--- src/rtl/xbus_cycle_ctl.sv ---
// xbus_cycle_ctl: external-memory bus sequencer for the MCS-51 core.
// Turns one fetch / MOVX read / MOVX write request into a multiplexed
// P0/P2 bus cycle: ADDR (ALE high) -> HOLD -> STB (strobe low) -> REC (ACK).
// Every output is a register computed from the next state, so nothing on
// the pins depends combinationally on an input.
module xbus_cycle_ctl #(
  parameter int ALE_CYC = 2,  // clocks ALE is high, 1..7
  parameter int STB_CYC = 3   // clocks the strobe is low, 1..15
) (
  input  logic        CLK,
  input  logic        RST,
  input  logic        REQ,
  input  logic [1:0]  TYP,
  input  logic        A8,
  input  logic [15:0] ADDR,
  input  logic [7:0]  WDATA,
  input  logic [7:0]  P2SFR,
  input  logic [7:0]  P0_IN,
  output logic        ALE,
  output logic        nPSEN,
  output logic        nRD,
  output logic        nWR,
  output logic [7:0]  P0_OUT,
  output logic        P0_OE,
  output logic [7:0]  P2_OUT,
  output logic [7:0]  RDATA,
  output logic        ACK,
  output logic        BUSY
);

  typedef enum logic [2:0] {S_IDLE, S_ADDR, S_HOLD, S_STB, S_REC} state_t;
  typedef enum logic [1:0] {K_FETCH, K_READ, K_WRITE} kind_t;

  localparam logic [3:0] ALE_LOAD = 4'(ALE_CYC - 1);
  localparam logic [3:0] STB_LOAD = 4'(STB_CYC - 1);

  state_t      r_state;
  kind_t       r_kind;
  logic        r_a8;
  logic [15:0] r_addr;
  logic [7:0]  r_wdata;
  logic [3:0]  r_cnt;

  logic        r_ale, r_npsen, r_nrd, r_nwr, r_p0_oe, r_ack, r_busy;
  logic [7:0]  r_p0_out, r_p2_out, r_rdata;

  kind_t       w_kind_in;
  logic [7:0]  w_p2_bus;

  // TYP=11 is folded into read.
  assign w_kind_in = (TYP == 2'b00) ? K_FETCH :
                     (TYP == 2'b10) ? K_WRITE : K_READ;

  // P2 source for every non-IDLE clock of a captured cycle.
  assign w_p2_bus  = r_a8 ? P2SFR : r_addr[15:8];

  // Single sequencer: state, counter and all registered pin values.
  always_ff @(posedge CLK) begin
    // NOTE: all state here uses non-blocking assignment so every register
    // samples the pre-edge values; blocking would chain updates within one edge.
    if (RST) begin
      r_state  <= S_IDLE;
      r_kind   <= K_FETCH;
      r_a8     <= 1'b0;
      r_addr   <= '0;
      r_wdata  <= '0;
      r_cnt    <= '0;
      r_ale    <= 1'b0;
      r_npsen  <= 1'b1;
      r_nrd    <= 1'b1;
      r_nwr    <= 1'b1;
      r_p0_oe  <= 1'b0;
      r_p0_out <= 8'h00;
      r_p2_out <= 8'hFF;
      r_rdata  <= 8'h00;
      r_ack    <= 1'b0;
      r_busy   <= 1'b0;
    end else begin
      r_ack <= 1'b0;
      unique case (r_state)
        S_IDLE: begin
          r_p2_out <= P2SFR;
          if (REQ) begin
            r_kind   <= w_kind_in;
            r_a8     <= A8;
            r_addr   <= ADDR;
            r_wdata  <= WDATA;
            r_cnt    <= ALE_LOAD;
            r_state  <= S_ADDR;
            r_busy   <= 1'b1;
            r_ale    <= 1'b1;
            r_p0_oe  <= 1'b1;
            r_p0_out <= ADDR[7:0];
            r_p2_out <= A8 ? P2SFR : ADDR[15:8];
          end
        end
        S_ADDR: begin
          r_p2_out <= w_p2_bus;
          if (r_cnt == '0) begin
            // Latch closes; P0 keeps the low address for one hold clock.
            r_ale   <= 1'b0;
            r_state <= S_HOLD;
          end else begin
            r_cnt <= r_cnt - 4'd1;
          end
        end
        S_HOLD: begin
          r_p2_out <= w_p2_bus;
          r_cnt    <= STB_LOAD;
          r_state  <= S_STB;
          r_npsen  <= (r_kind != K_FETCH);
          r_nrd    <= (r_kind != K_READ);
          r_nwr    <= (r_kind != K_WRITE);
          r_p0_oe  <= (r_kind == K_WRITE);
          r_p0_out <= (r_kind == K_WRITE) ? r_wdata : 8'h00;
        end
        S_STB: begin
          r_p2_out <= w_p2_bus;
          if (r_cnt == '0) begin
            // Strobe rises; write data stays on P0 through REC for hold time.
            r_npsen <= 1'b1;
            r_nrd   <= 1'b1;
            r_nwr   <= 1'b1;
            r_ack   <= 1'b1;
            r_state <= S_REC;
            if (r_kind != K_WRITE) r_rdata <= P0_IN;
          end else begin
            r_cnt <= r_cnt - 4'd1;
          end
        end
        S_REC: begin
          r_state  <= S_IDLE;
          r_busy   <= 1'b0;
          r_p0_oe  <= 1'b0;
          r_p0_out <= 8'h00;
          r_p2_out <= P2SFR;
        end
        default: r_state <= S_IDLE;
      endcase
    end
  end

  assign ALE    = r_ale;
  assign nPSEN  = r_npsen;
  assign nRD    = r_nrd;
  assign nWR    = r_nwr;
  assign P0_OUT = r_p0_out;
  assign P0_OE  = r_p0_oe;
  assign P2_OUT = r_p2_out;
  assign RDATA  = r_rdata;
  assign ACK    = r_ack;
  assign BUSY   = r_busy;

endmodule

--- config.mk ---
export PLATFORM = sky130hd
export DESIGN_NAME = xbus_cycle_ctl
export DESIGN_NICKNAME = d
export VERILOG_FILES = /design/src/rtl/xbus_cycle_ctl.sv
export SDC_FILE = /design/constraint.sdc
export NUM_CORES = 1
export LEC_CHECK = 0
export CAP_MARGIN = 20
export CORE_MARGIN = 2
export CORE_UTILIZATION = 45
export DETAILED_ROUTE_END_ITERATION = 12
export PLACE_DENSITY = 0.77
export SYNTH_ARGS = -nofsm -noshare
export SYNTH_HDL_FRONTEND = slang
export SYNTH_SLANG_ARGS = --single-unit
--- constraint.sdc ---
create_clock -name CLK -period 2.8 [get_ports CLK]
set_clock_uncertainty 0.05 [all_clocks]
set_input_delay 0.56 -clock CLK [delete_from_list [all_inputs] [get_ports CLK]]
set_output_delay 0.56 -clock CLK [all_outputs]
set_load 0.02 [all_outputs]
Run 1, where the registers sit:
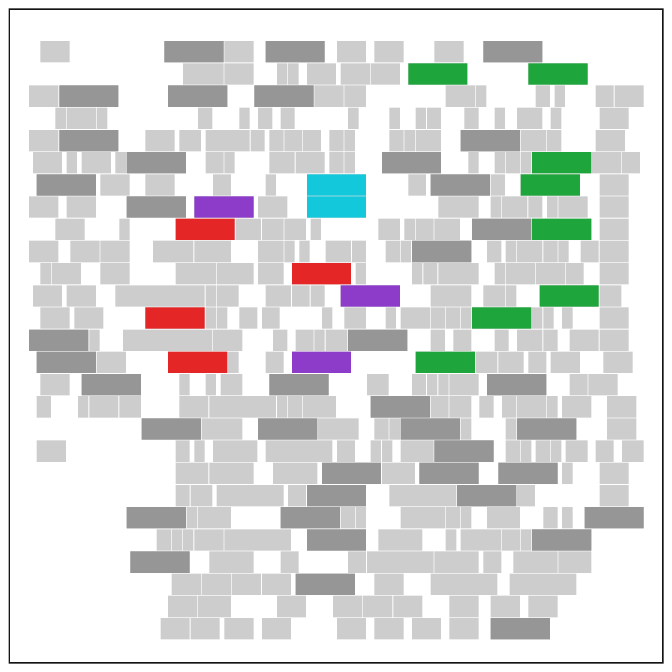
Key: red = r_cnt [flops 4]; purple = r_state [flops 3]; green = P0_OUT [flops 8]; cyan = r_kind [flops 2]

Run 1, clock wires, drivers and flops:
The bar under the picture is 20 µm long.
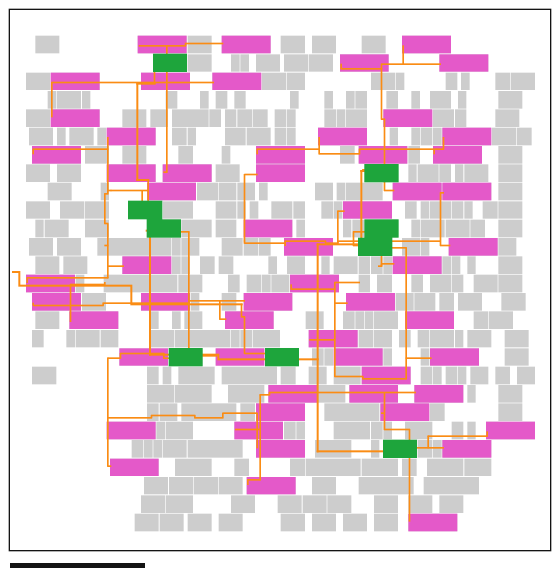
Key: magenta = flip-flops [count 57]; green = clock-net drivers [count 9]; orange = clock wires [length 730 µm]
There are 10 routed clock nets. Position of the flops: all over the die.

Run 1, wiring by layer:
The bar under the picture is 20 µm long.
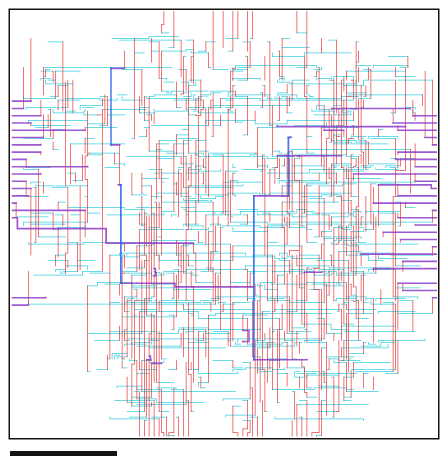
Key: blue = M4 [wire length 74.1 µm]; red = M2 [wire length 2990 µm]; cyan = M1 [wire length 2810 µm]; purple = M3 [wire length 416 µm]

==> results.toml, run 1 <==
# flow metrics
[worst_setup_path]
cp-end-kind = "flip-flop"
ff2ff_setup_slack_ns = 0.86
slowest_delay_ns = 0.48
cp_cell_sequence = "clkdlybuf4s50_1, nand2b_1, buf_4, mux2_4, mux4_2, or2_1"
startpoint = "A8"

[cts]
cts_max_path_buffers = 2
cts-root-buf = "clkbuf_8"

[floorplan]
num_rows = 27
tapCellCount = 72

[final_layout]
final_common_cell = "clkdlybuf4s50_1"
bufAreaShareNonClock = 0.227
nClkBuffers = 10
comb_area_mm2 = 0.00134

[synth]
synthTopCellsByCount = "dfxtp_1, nand2_1, nor2_1, a21oi_1, clkbuf_1"
yosys_warnings = 0
ff_type = "dfxtp_1"
yosysTopAreaCellShare = 0.440

[routing]
vias_per_cell = 5.20
first_iter_violations = 67
drt-met1-wl_um = 2810
drt_pass1_iterations = 4
top_layer_used = "met4"

[global_route]
globalRouteMet2Util = 0.362
grt_max_degree = 41
grtUsageTotal = 0.210

[flow_run]
maxCapViolCount = 0

[min_path]
whs_path_depth = 2
worstHoldEndpoint = "r_addr[15]"

[outcome]
status = "finished, final reports clean"

[power]
pwr-share-seq = 0.363

[place]
dpl_cell_area_mm2 = 0.00341

[sta]
fmax_mhz = 464
[run 1: worst reg2reg max path, stage by stage (launching register included)]
cell and delay [ns]:
dfxtp_1 0.45, nor2_1 0.45, nand2_1 0.55, nand2_1 0.24, a21oi_1 0.08
[run 1: cells by family (layout without fill, tap and decap cells)]
| logic type | after synthesis | after routing | share of synthesized area |
|---|---|---|---|
| simple gates | 113 | 113 | 0.210 |
| flops | 57 | 57 | 0.440 |
| compound gates | 40 | 40 | 0.0950 |
| mux | 34 | 34 | 0.189 |
| buf+inv | 27 | 106 | 0.0463 |
| xor+xnor | 3 | 3 | 0.0101 |
| fa+ha+maj | 2 | 2 | 0.00965 |
Run 1, congestion heat map:
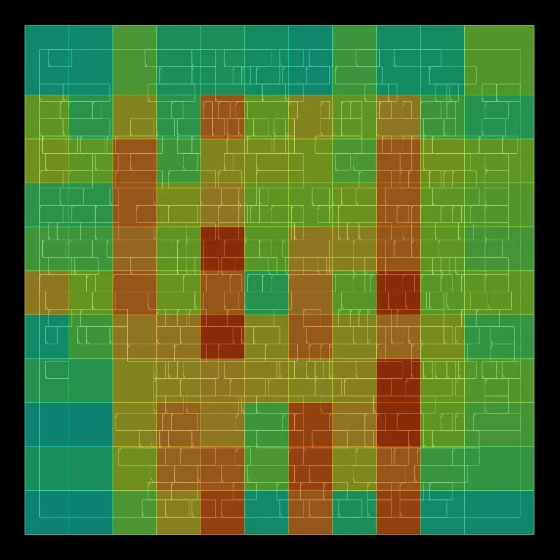

--- run 2 (diff from run 1) ---
- clock period: 2.8 -> 2.1 ns (I/O delays scaled with it)
Run 2, congestion heat map:
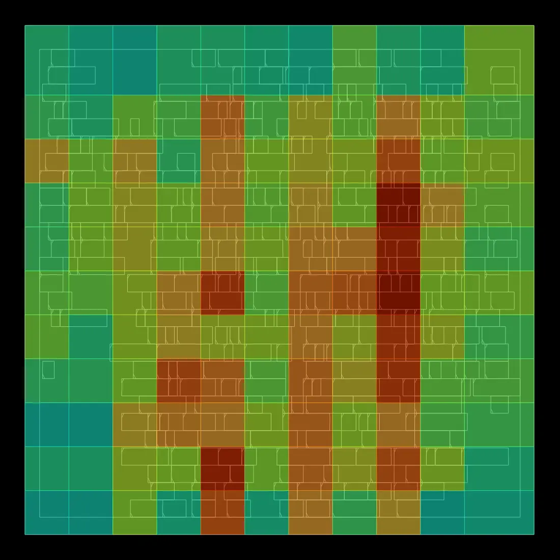
GRT met2 Usage: 0.354
DR WL/cell: 14.3 µm

Run 2, clock wires, drivers and flops:
The bar under the picture is 20 µm long.
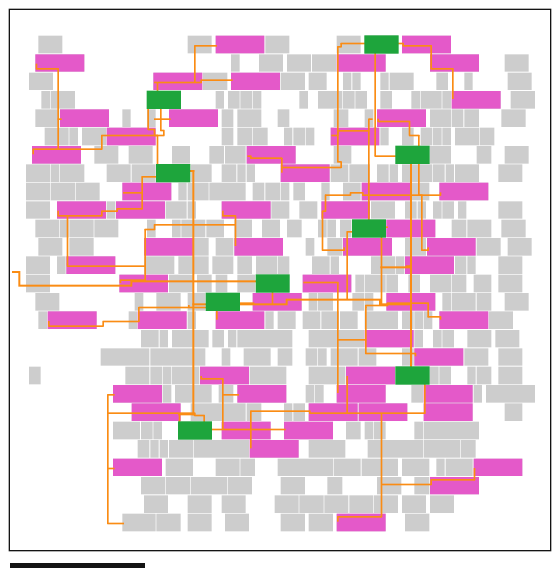
Key: orange = clock wires [length 748 µm]; magenta = flip-flops [count 57]; green = clock-net drivers [count 9]
Position of the flops: all over the die.

Run 2, where the registers sit:
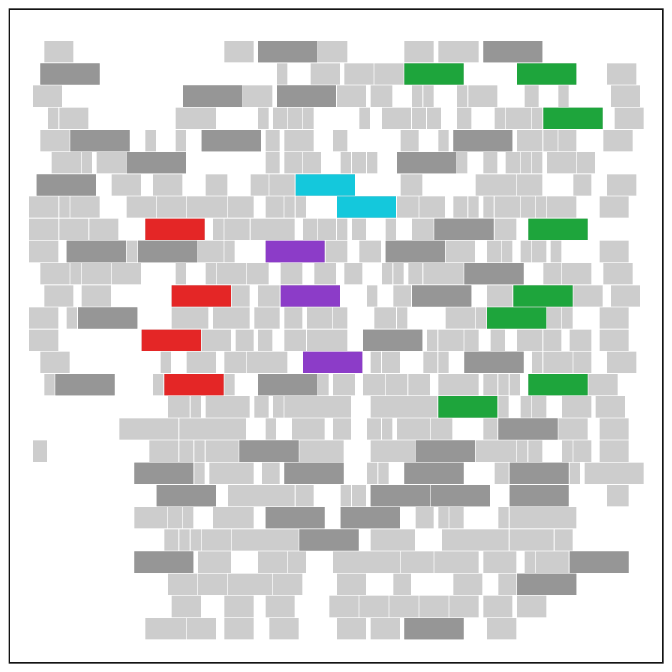
Key: red = r_cnt [flops 4, where left middle]; purple = r_state [flops 3]; cyan = r_kind [flops 2]; green = P0_OUT [flops 8]

==> run 2 against run 1 <==
Against the previous run:
- combinational power increased by 42%
- setup slack got worse by 0.52 ns
- die size unchanged
- clock power rose by 11%
- sequential power increased by 32%
- via count grew 2.8%
- synthesized area is the same
- first-iteration DRC count rose by 85%
- register-to-register slack worse by 0.66 ns
==> results.toml, run 2 <==
# flow metrics
[final_layout]
final_common_cell = "clkdlybuf4s50_1"
comb_area_mm2 = 0.00134
nClkBuffers = 14
bufAreaShareNonClock = 0.246

[cts]
cts_max_path_buffers = 2

[synth]
ff_type = "dfxtp_1"
mux_area_frac = 0.189
yosys_warnings = 0
yosysTopAreaCellShare = 0.440
synthTopCellsByCount = "dfxtp_1, nand2_1, nor2_1, a21oi_1, clkbuf_1"
ys_sh_aoi = 0.0950
yosys.area_share.xor_xnor = 0.0101
ys_sh_adder = 0.00965

[outcome]
status = "finished, final reports clean"

[routing]
first_iter_violations = 124
drt_pass1_iterations = 4
vias_per_cell = 5.26

[worst_setup_path]
ff2ff_setup_slack_ns = 0.20
cp_cell_sequence = "clkdlybuf4s50_1, nand2b_1, buf_12, mux2_4, mux4_2, or2_1"
startpoint = "A8"
crit_path_start_kind = "primary input"
path_max_fanout = 8

[floorplan]
num_rows = 27
tapCellCount = 72

[min_path]
whs_path_depth = 2
worstHoldEndpoint = "r_addr[14]"

[flow_run]
maxCapViolCount = 0

[global_route]
grt_overflow = 0

[sta]
fmax_mhz = 505
-- run 2: power by group --
group / leakage, nW / internal [mW] / switching [mW]
Clock: 0.0867 / 0.492 / 0.430
Sequential: 0.469 / 1.32 / 0.165
Combinational: 0.850 / 0.862 / 0.784
-- run 2: per-layer routing --
| metal | GRT usage | routed length (µm) | vias up | share of wire |
|---|---|---|---|---|
| li1 | - | - | 1123 | - |
| met1 | 0.269 | 2750 | 1077 | 0.44 |
| met2 | 0.354 | 2940 | 76 | 0.47 |
| met3 | 0.0600 | 468 | 6 | 0.075 |
| met4 | 0.0746 | 68 | 0 | 0.011 |
| met5 | 0 | 0 | - | 0 |
-- run 2: critical path, delay by kind of cell --
kind / cells / cell delay, ns
multiplexers: 2 / 0.74
buffers and inverters: 2 / 0.62
AND/OR/NAND/NOR: 2 / 0.37
Power figures rest on the tool's default switching activity, not on a simulated workload.
